===== src/rtl/ctrl_bubble_reg.sv =====
// ID/EX control-bundle pipeline register: captures decoded control each cycle and
// injects NOP bubbles on hazards, with stall/flush handling and a saturating bubble counter.
module ctrl_bubble_reg #(
  parameter int                CTRL_W      = 18,
  parameter logic [CTRL_W-1:0] NOP_VALUE   = '0,
  parameter int                MAX_BUBBLES = 3,
  parameter int                STAT_W      = 16,
  parameter int                CNT_W       = $clog2(MAX_BUBBLES + 1)
) (
  input  logic              CLK,
  input  logic              RESET,
  input  logic [CTRL_W-1:0] CTRL_IN,
  input  logic              VALID_IN,
  input  logic              STALL,
  input  logic              FLUSH,
  input  logic              BUBBLE_REQ,
  input  logic [CNT_W-1:0]  BUBBLE_CNT,
  output logic [CTRL_W-1:0] CTRL_OUT,
  output logic              VALID_OUT,
  output logic              HOLD_UPSTREAM,
  output logic              BUSY,
  output logic [STAT_W-1:0] BUBBLE_STAT
);

  typedef enum logic {IDLE, BUBBLE} state_t;

  localparam logic [CNT_W-1:0] MAX_C = CNT_W'(MAX_BUBBLES);

  state_t             state;
  logic [CNT_W-1:0]   cnt;
  logic [CNT_W-1:0]   eff;
  logic               live;
  logic [STAT_W-1:0]  stat_nxt;

  // Requests larger than the hardware limit are clamped, never rejected.
  assign eff  = (BUBBLE_CNT > MAX_C) ? MAX_C : BUBBLE_CNT;
  assign live = BUBBLE_REQ && (eff != '0);

  assign HOLD_UPSTREAM = !FLUSH && (STALL || (state == BUBBLE) || ((state == IDLE) && live));

  assign stat_nxt = (BUBBLE_STAT == '1) ? BUBBLE_STAT : BUBBLE_STAT + STAT_W'(1);

  always_ff @(posedge CLK or negedge RESET) begin
    if (!RESET) begin
      state       <= IDLE;
      cnt         <= '0;
      CTRL_OUT    <= NOP_VALUE;
      VALID_OUT   <= 1'b0;
      BUSY        <= 1'b0;
      BUBBLE_STAT <= '0;
    end else if (FLUSH) begin
      state     <= IDLE;
      cnt       <= '0;
      CTRL_OUT  <= NOP_VALUE;
      VALID_OUT <= 1'b0;
      BUSY      <= 1'b0;
    end else if (!STALL) begin
      case (state)
        IDLE: begin
          if (live) begin
            CTRL_OUT    <= NOP_VALUE;
            VALID_OUT   <= 1'b0;
            BUBBLE_STAT <= stat_nxt;
            if (eff > CNT_W'(1)) begin
              cnt   <= eff - CNT_W'(1);
              BUSY  <= 1'b1;
              state <= BUBBLE;
            end
          end else begin
            CTRL_OUT  <= VALID_IN ? CTRL_IN : NOP_VALUE;
            VALID_OUT <= VALID_IN;
          end
        end
        BUBBLE: begin
          // New requests are ignored here; the sequence is never extended.
          CTRL_OUT    <= NOP_VALUE;
          VALID_OUT   <= 1'b0;
          BUBBLE_STAT <= stat_nxt;
          cnt         <= cnt - CNT_W'(1);
          if (cnt == CNT_W'(1)) begin
            state <= IDLE;
            BUSY  <= 1'b0;
          end
        end
        default: state <= IDLE;
      endcase
    end
  end

endmodule

===== config.mk =====
export PLATFORM = sky130hd
export DESIGN_NAME = ctrl_bubble_reg
export DESIGN_NICKNAME = d
export VERILOG_FILES = /design/src/rtl/ctrl_bubble_reg.sv
export SDC_FILE = /design/constraint.sdc
export NUM_CORES = 1
export LEC_CHECK = 0
export ABC_AREA = 1
export CAP_MARGIN = 20
export CELL_PAD_IN_SITES_DETAIL_PLACEMENT = 1
export CELL_PAD_IN_SITES_GLOBAL_PLACEMENT = 2
export CORE_AREA = 2 2 98 100
export DETAILED_ROUTE_END_ITERATION = 10
export DIE_AREA = 0 0 100 102
export PLACE_DENSITY = 0.85
export REMOVE_ABC_BUFFERS = 1
export SLEW_MARGIN = 20
export SYNTH_ARGS = -nofsm -noshare
export SYNTH_HDL_FRONTEND = slang
export SYNTH_SLANG_ARGS = --single-unit

===== constraint.sdc =====
create_clock -name CLK -period 1.4 [get_ports CLK]
set_input_delay 0.42 -clock CLK [delete_from_list [all_inputs] [get_ports CLK]]
set_output_delay 0.42 -clock CLK [all_outputs]
set_load 0.05 [all_outputs]

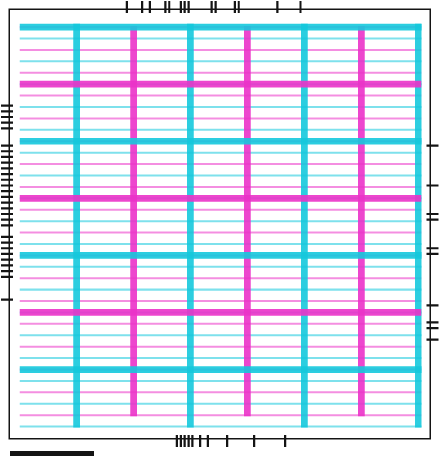
run_1/power_grid.png
Bar = 20 µm. Pins as bars on the die edge.
color	net
magenta	VDD
cyan	VSS
signal pins	63
met1 rails	36
met5 straps	7
rows	35
met4 straps	7
Core Area: 9110 µm²
Die X: 100 µm

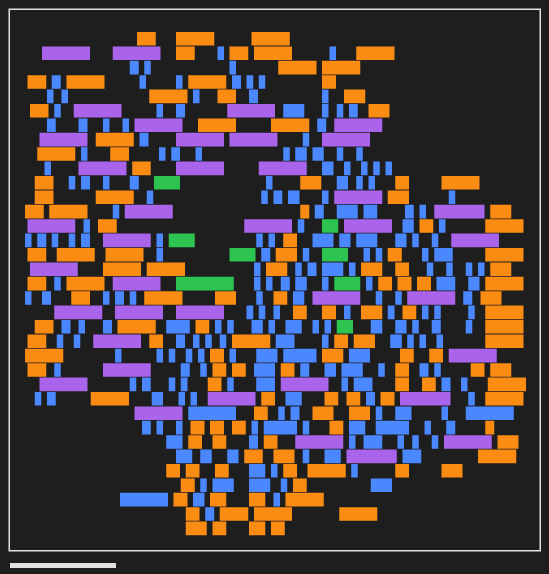
run_1/placement_by_type.png
Bar = 20 µm.
color	class	cells	share of their area
orange	other buffers and delay cells	135	41%
purple	flops	39	25%
green	clock drivers and dummy loads	8	2.9%
blue	combinational and other logic	233	32%
Finished Cell Area: 4140 µm²
utilization after layout: 45.4%
standard-cell rows: 35
Seq/total area: 23.7%

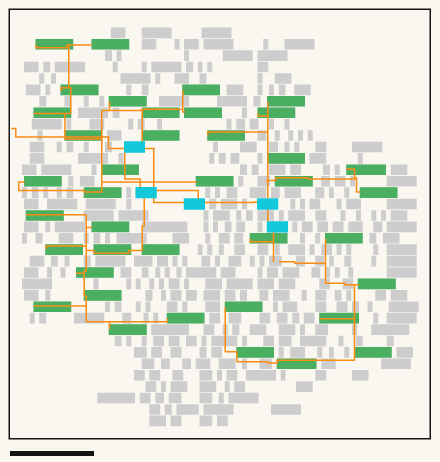
run_1/clk_routes.png
Bar = 20 µm.
[cyan] clock drivers | count: 5
[orange] clock wires | length: 584 µm
[green] flip-flops | count: 39
routed clock nets	6
Clk. pwr: 1.00 mW
Clock Power Share: 26.9%
Worst Clk Skew: 0.0124 ns
worst-skew pair later-pin latency: 0.29 ns

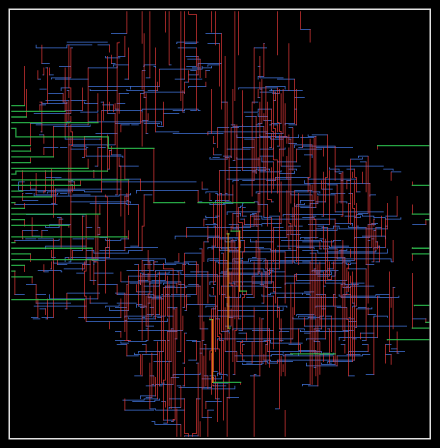
run_1/wires.png
color	layer	wire length
orange	metal 4	51.7 µm
red	metal 2	3980 µm
blue	metal 1	2950 µm
green	metal 3	427 µm
GR Util All Layers: 14.9%
vias post-DR: 2337
Routed WL: 7410 µm
mean routed wirelength per cell: 14.1 µm

==> results.toml, run 1 <==
# implementation run metrics
[outcome]
outcome = "complete, but fails checks"
violations = "setup timing"

[place]
gp_congestion = 0.782
portBuffers = 62

[clocking]
hold_buffers = 0
cts_tree = "yes"
clock_path_buffers = 2
postCtsResizedCells = 83
cts_buffers = 5
cts-root-buf = "clkbuf_8"

[grt]
grtUsageMet3_pct = 4.58
grt_first_pass_wirelength_um = 12200

[timing]
finalClockPeriodUsage_pct = 113
worst_pin_slew_ns = 0.483
finalSetupTns_ns = -1.87
setup_violations = 43
fin_crit_ns = 1.58
timing.final.ws_setup_ns = -0.180
fmax_mhz = 633

[synth]
common_cells = "nand2_1, inv_1, dfrtp_1"
yosys_register_bits = 39
synth_area_per_cell_um2 = 7.36
syn_area_um2 = 2050
yosysWarnings = 0
ys_sh_mux_pct = 0
ys_cells = 278

[setup_path]
worst-path-buf-inv = 5
cp.arrival_ns = 1.16
critical_path_class = "input port to output pin"
cp-end-kind = "output pin"
r2r_slack_ns = -0.08
cp_max_fo = 2
cpLargestDelayFamily = "buffers and inverters"
cp.required_ns = 0.98

[finish]
lay_top_count = "nand2_1"
fin_nets = 444
comb_share_pct = 26.4
n_all_buffers = 135

[floorplan]
dieArea_um2 = 10200
fp_util_pct = 22.5

[power_and_ir_drop]
switching_share_pct = 33.4
p_seq_share_pct = 34.7
power_mw = 3.73

[route]
met2WireLength_um = 3980
first_pass_iters = 4
route.met3.wl_um = 427

[run]
tool_warnings = 28
==> run 2: changes to the inputs <==
- SLEW_MARGIN: 20 -> default
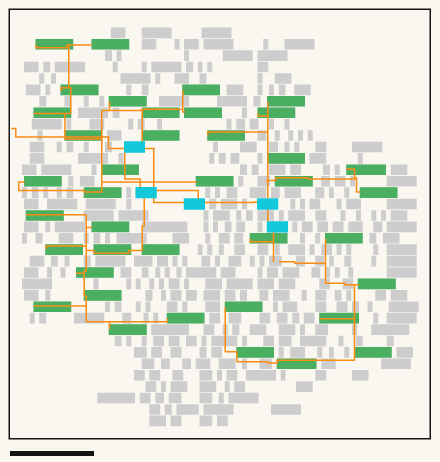
run_2/clk_routes.png
Bar = 20 µm.
[cyan] clock drivers | count: 5
[orange] clock wires | length: 584 µm
[green] flip-flops | count: 39
routed clock nets	6

==> results.toml, run 2 <==
# implementation run metrics
[route]
finalWirelength_um = 7410
met2WireLength_um = 3980
first_pass_iters = 4

[timing]
finalClockPeriodUsage_pct = 113
finalSetupTns_ns = -1.87
setup_violations = 43
fin_crit_ns = 1.58
fmax_mhz = 633
timing.final.ws_setup_ns = -0.180

[outcome]
outcome = "complete, but fails checks"
violations = "setup timing"

[synth]
syn_area_um2 = 2050
ys_sh_mux_pct = 0
common_cells = "nand2_1, inv_1, dfrtp_1"
yosys_register_bits = 39

[clocking]
postCtsResizedCells = 83

[finish]
fin_nets = 444

[setup_path]
critical_path_class = "input port to output pin"
cpLargestDelayFamily = "buffers and inverters"

[grt]
grtUsageTotal_pct = 14.9
grtUsageMet3_pct = 4.58
grt_first_pass_wirelength_um = 12200

[power_and_ir_drop]
switching_share_pct = 33.4
power_frac_clock_pct = 26.9

[floorplan]
dieArea_um2 = 10200

[place]
portBuffers = 62
run_2/placement_by_type.png
Bar = 20 µm.
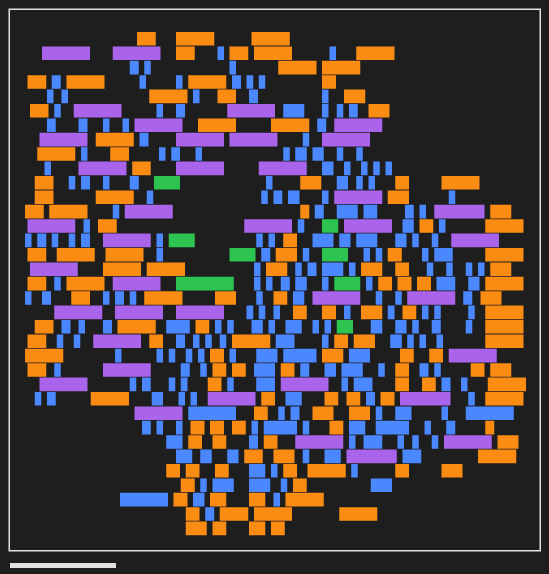

==> run 3: changes to the inputs <==
- CORE_AREA: 2 2 98 100 -> 2 2 90 109
- DIE_AREA: 0 0 100 102 -> 0 0 92 111
- PLACE_DENSITY: 0.85 -> default
- PLACE_DENSITY_LB_ADDON: default -> 0.1
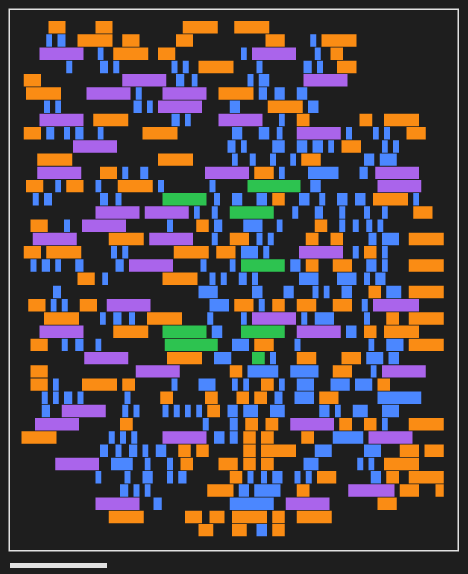
run_3/placement_by_type.png
Bar = 20 µm.
color	class	cells	share of their area
blue	combinational and other logic	232	32%
purple	flops	39	24%
orange	other buffers and delay cells	129	39%
green	clock drivers and dummy loads	8	4.7%
Core Area: 9270 µm²
utilization after layout: 45.4%
Finished Cell Area: 4210 µm²

==> results.toml, run 3 <==
# implementation run metrics
[finish]
lay_top_count = "nand2_1"
n_all_buffers = 129
comb_share_pct = 26.5
sh_seq_area_pct = 23.2

[synth]
common_cells = "nand2_1, inv_1, dfrtp_1"
yosysWarnings = 0
ys_cells = 278
syn_area_um2 = 2050
yosys_register_bits = 39

[power_and_ir_drop]
power_mw = 4.23
clk-power_mw = 1.51
p_seq_share_pct = 31.2

[floorplan]
die_width_um = 92

[setup_path]
cp.required_ns = 0.98
cp.arrival_ns = 1.18
cp_max_fo = 2
r2r_slack_ns = -0.04
cpLargestDelayFamily = "buffers and inverters"

[timing]
fin_crit_ns = 1.60
worst_pin_slew_ns = 0.240
timing.final.ws_setup_ns = -0.199
setup_violations = 14
finalSetupTns_ns = -0.563
fmax_mhz = 626

[route]
first_pass_iters = 4
met2WireLength_um = 3830
route.met3.wl_um = 365
dr_total_vias = 2253
post_drt_wl_per_cell_um = 13.4

[clocking]
clock_latency_ns = 0.28

[grt]
grt_first_pass_wirelength_um = 11900
grtUsageTotal_pct = 14.6
grtUsageMet3_pct = 4.28

[outcome]
violations = "setup timing"
outcome = "complete, but fails checks"
Power is estimated from default activity; no workload was simulated.
